--- src/rtl/fc_pkg.sv ---
// Shared types and helpers for the fc_layer chain glue logic.
package fc_pkg;

  typedef enum logic [2:0] {
    IDLE,
    FILL,
    WAIT_DS,
    LAUNCH,
    WAIT_ACK
  } state_t;

  // Address width that never collapses to zero bits for a single-element buffer.
  function automatic int unsigned addr_w(input int unsigned n);
    if (n <= 1) return 1;
    return $clog2(n);
  endfunction

endpackage

--- src/rtl/fc_layer_link.sv ---
// Streams one upstream fc_layer output vector into the downstream input buffer
// and hands off with a single start pulse once the downstream layer is free.
module fc_layer_link
  import fc_pkg::*;
#(
  parameter int unsigned output_size   = 784,
  parameter int unsigned datatype_size = 2
) (
  input  logic                             clk,
  input  logic                             rst,
  input  logic                             i_func_valid,
  input  logic [datatype_size-1:0]         i_func_data,
  output logic                             o_busy,
  output logic                             o_ibuf_we,
  output logic [datatype_size-1:0]         o_ibuf_wr_data,
  output logic [addr_w(output_size)-1:0]   o_ibuf_addr,
  output logic                             o_start,
  input  logic                             i_next_busy,
  output logic                             o_overflow
);

  localparam int unsigned AW = addr_w(output_size);
  localparam int unsigned CW = AW + 1;
  localparam logic [CW-1:0] LAST = CW'(output_size - 1);

  state_t        state, state_next;
  logic [CW-1:0] cnt, cnt_next;
  logic          accept;

  always_ff @(posedge clk) begin
    if (rst) state <= IDLE;
    else     state <= state_next;
  end

  // Next state, element acceptance and the upstream back-pressure.
  always_comb begin
    state_next = state;
    cnt_next   = cnt;
    accept     = 1'b0;
    o_busy     = 1'b1;
    unique case (state)
      IDLE: begin
        o_busy = i_next_busy;
        if (i_func_valid && !i_next_busy) begin
          accept = 1'b1;
          if (output_size == 1) begin
            state_next = WAIT_DS;
            cnt_next   = '0;
          end else begin
            state_next = FILL;
            cnt_next   = CW'(1);
          end
        end
      end
      FILL: begin
        o_busy = 1'b0;
        if (i_func_valid) begin
          accept = 1'b1;
          if (cnt == LAST) begin
            state_next = WAIT_DS;
            cnt_next   = '0;
          end else begin
            cnt_next = cnt + CW'(1);
          end
        end
      end
      WAIT_DS:  if (!i_next_busy) state_next = LAUNCH;
      LAUNCH:   state_next = WAIT_ACK;
      WAIT_ACK: if (i_next_busy) state_next = IDLE;
      default:  state_next = IDLE;
    endcase
  end

  // Registered write port, start pulse and sticky overflow.
  always_ff @(posedge clk) begin
    if (rst) begin
      cnt            <= '0;
      o_ibuf_we      <= 1'b0;
      o_ibuf_wr_data <= '0;
      o_ibuf_addr    <= '0;
      o_start        <= 1'b0;
      o_overflow     <= 1'b0;
    end else begin
      cnt       <= cnt_next;
      o_ibuf_we <= accept;
      if (accept) begin
        o_ibuf_wr_data <= i_func_data;
        o_ibuf_addr    <= cnt[AW-1:0];
      end
      o_start <= (state_next == LAUNCH);
      if (i_func_valid && !accept) o_overflow <= 1'b1;
    end
  end

endmodule

--- config.mk ---
export PLATFORM = sky130hd
export DESIGN_NAME = fc_layer_link
export DESIGN_NICKNAME = d
export VERILOG_FILES = /design/src/rtl/fc_pkg.sv /design/src/rtl/fc_layer_link.sv
export SDC_FILE = /design/constraint.sdc
export NUM_CORES = 1
export LEC_CHECK = 0
export CAP_MARGIN = 20
export CORE_UTILIZATION = 35
export DETAILED_ROUTE_END_ITERATION = 16
export RECOVER_POWER = 25
export SYNTH_ARGS = -nofsm -noshare
export SYNTH_HDL_FRONTEND = slang
export SYNTH_SLANG_ARGS = --single-unit
--- constraint.sdc ---
create_clock -name clk -period 2 [get_ports clk]
set_input_delay 0.3 -clock clk [delete_from_list [all_inputs] [get_ports clk]]
set_output_delay 0.3 -clock clk [all_outputs]
set_load 0.05 [all_outputs]
==> Slide: Implementation Results <==
Physical Implementation Snapshot

Run status
  – Status: finished clean

Global routing
  – Initial antenna violation count: 0
  – First-pass GRT wire length: 4.816 mm
  – GRT Total Usage: 16.04%
  – Total gr overflow: 0
  – Largest net degree at the start of global routing: 16
  – Vias in the first global route: 1120

Min path
  – Worst hold path depth: 2
  – Hold Crit Start: o_ibuf_addr[6]
  – Hold Path Class: flip-flop to flip-flop
  – Worst Hold Path EP: o_ibuf_addr[6]

CTS
  – Clock Root Buffer: clkbuf_4
  – Reg clk slew, reported paths: 90 ps
  – Clk latency late pin: 330 ps
  – CTS tree: yes
  – Hold buffer count at cts: 0
  – Clock sink count: 29
  – H-tree depth: 2
  – # resized after CTS: 0
  – Num CTS Buffers: 5
  – CTS max path bufs: 2
  – # Post-CTS Setup Buffers: 0

Die
  – Number of I/O pins: 22
  – Core area: 3390 um^2
  – Die Y: 62.12 um
  – Cell Rows: 21
  – FP Util: 37.32%
  – Die ar.: 3859 um^2
  – Die W: 62.12 um

STA
  – Crit path time final: 1914 ps
  – Worst-margin pin slew: 506.0 ps
  – Slew HR: 66.16%
  – Sum of negative setup slack: 0 ps
  – Clock Skews: 4.550 ps
  – Final hold vios: 0
  – Hold Worst Slack: 455.4 ps
  – Fin. max-slew vios: 0
  – Max Fclk: 0.5224 GHz
  – RSZ-0062 raised after global routing: no
  – Cycle use final: 95.70%
  – Finish-stage setup viols: 0

Yosys
  – Post-synth EDFFs: 0
  – Synth Flop Type: dfxtp_1
  – Area reported by Yosys stat: 1265 um^2
  – Yosys warning count: 0
  – Net Count, Synth: 155
  – Register area share after synthesis: 45.90%
  – # Cells Yosys: 148
  – Post-Syn Area per Cell: 8.547 um^2
  – Post-Syn Area: 1265 um^2
  – Yosys top cell by area: dfxtp_1
  – Asr flop ratio synth: 0%
  – Synth Register Bits: 29
  – Syn Inst Count: 148
  – Top cells, area: dfxtp_1 (46%), nand2_1 (9.2%), a21oi_1 (7.1%)
  – Top cell area share: 45.90%
  – Synth cell types: 37

Cells and area
  – Layout net count: 193
  – Top Layout Cells: nand2_1 (31), dfxtp_1 (29), clkdlybuf4s50_1 (19)
  – Share of cells above drive strength 1: 17.65%
  – Ant. Diodes: 0

Power
  – Pleak: 0.0006436 uW
  – Maximum VDD drop: 0.4010 mV
  – Cell Pwr Density: 719.7 nW/um^2

Worst setup path
  – Crit path cell chain: ha_1, or4b_1, nor4b_2, o22a_1, buf_12, a21oi_1
  – WP data required: 2230 ps
  – Crit path from: cnt[0]
  – CP endpoint kind: flip-flop
  – FF-to-FF End: cnt[10]
  – CP max FO: 10
  – Slowest CP cell: or4b_1
  – R2r setup slk: 90 ps
  – Reg2Reg Launch Point: cnt[0]
  – Worst-case reg-to-reg path depth: 6
  – Setup CP Type: flip-flop to flip-flop
  – Critical Path End: cnt[10]
  – Worst setup SP type: flip-flop
  – WP data arrival: 2140 ps
  – Max incr delay on CP: 470 ps

Detailed routing
  – First drt pass iteration count: 4
  – Number of nets with antenna violations after routing: 0
  – Met3 routed WL: 109 um
  – Uppermost layer routed: met4
  – Vias per std cell: 5.004
  – DR WL met2: 1.413 mm
  – First DRT Iteration DRCs: 29
  – # DRC: 0
  – Wirelength per Cell: 12.39 um
  – Met1 wire length: 1.324 mm

Placed design
  – HPWL after DPL: 2.124 mm
  – I/O Buffers: 21
  – Post-DP Area: 1654 um^2
  – GPL Wtd Cong: 0.8899

Flow run
  – Max Cap Viol: 0
  – Log Warnings: 26
## worst max-delay path, delay by kind of cell, from the launching register on
family	cells	cell delay [ps]
buf+inv	1	130
compound gates	2	270
fa+ha+maj	1	200
simple gates	2	840
flops	1	350
## through the flow
| stage | utilization [%] | power (uW) | std cells | setup slack [ps] |
|---|---|---|---|---|
| after CTS | 51.31 | 1267 | 233 | 107.7 |
| after floorplan | - | 691.3 | 148 | 234.4 |
| final | 50.98 | 1244 | 233 | 85.93 |
| after global placement | 48.80 | 752.5 | 225 | 25.33 |
| after detailed placement | 48.80 | 754.2 | 225 | -8.377 |
| after global routing | 50.98 | 1289 | 233 | 53.74 |
## area by class of cell
class,count,area [um^2]
Sequential cell,29,580.6
Fill cell,331,1662
Timing Repair Buffer,41,371.6
Inverter,2,7.507
Clock buffer,7,55.05
Tap cell,46,57.56
Multi-Input combinational cell,107,625.6
Clock inverter,1,30.03
## cells in the mapped netlist (3+ instances only)
cell type,number
dfxtp_1,29
clkbuf_1,6
nor4_1,3
nor3_1,3
nand2_1,31
nand2b_1,3
nor2_1,13
or3_1,3
xnor2_1,4
a21oi_1,18
## registers in the layout, indices dropped and copies added, names as in the netlist
register	flops
o_overflow	1
o_ibuf_we	1
state	3
o_ibuf_addr	10
o_ibuf_wr_data	2
o_start	1
cnt	11
## where the power goes
part	switching (uW)	internal, uW
registers	6.74	588
clock network	208	298
logic	82.3	59.9
## metal layers
metal | up-vias | GRT usage [%]
met5 | - | 0
met4 | 0 | 10.76
met3 | 5 | 4.044
met2 | 20 | 27.20
met1 | 552 | 17.59
li1 | 589 | -
## logic make-up after synthesis
kind of cell             synth area share [%]
AND/OR/NAND/NOR                         31.16
flip-flops                              45.90
AND-OR/OR-AND                           13.16
buffers and inverters                   4.649
XOR/XNOR                                4.154
adder cells (fa/ha/maj)                0.9890
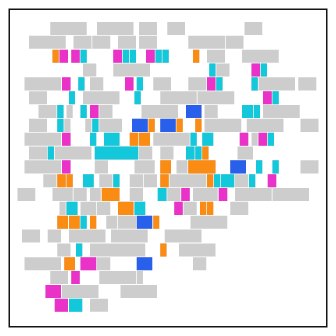
Figure 1: gate-type map.
- cyan: nand cells (cells 42)
- blue: xor and xnor cells (cells 6)
- orange: nor cells (cells 24)
- magenta: aoi and oai cells (cells 22; where widely spread)
Cell Count, Final, Fillers Out: 233
combinational share of cell area: 36.21%
Top cell excl fill/tap: nand2_1

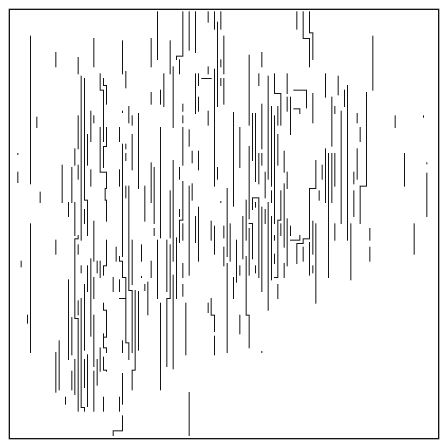
Figure 2: signal wires on met2.
- main direction: vertical
- longest straight run: 23.8 um
via count: 1166
total wire length: 2.886 mm

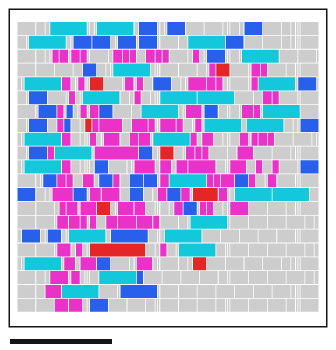
Figure 3: cell classes on the final placement.
Scale bar: 20 um. Fill, decap, tap and diode cells in gray.
- magenta: combinational and other logic (cells 109; share of their area 38%)
- red: clock drivers and dummy loads (cells 8; share of their area 5.1%)
- cyan: sequential cells (cells 29; share of their area 35%)
- blue: remaining buffers and delay cells (cells 41; share of their area 22%)

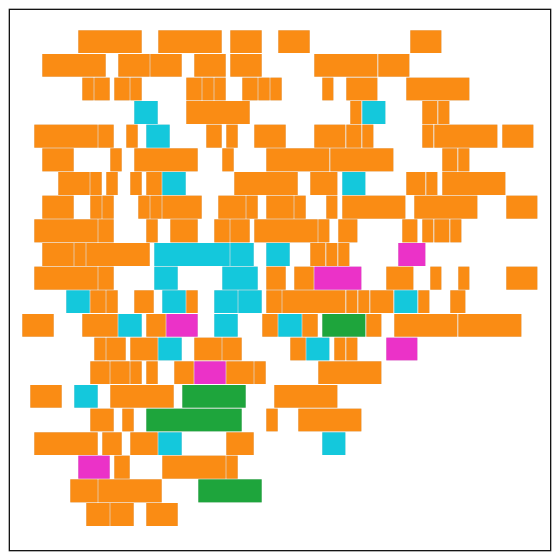
Figure 4: sizing map.
- cyan: _3 and _4 cells (cells 23; share 12%)
- orange: _0 and _1 cells (cells 154; share 82%)
- green: _6 and larger (cells 4; share 2.1%)
- magenta: _2 cells (cells 6; share 3.2%)
Signal buffers: 41
Layout area overhead: 36.60%
final instance area: 1728 um^2
final worst slack: 85.93 ps

Power figures rest on the tool's default switching activity, not on a simulated workload.
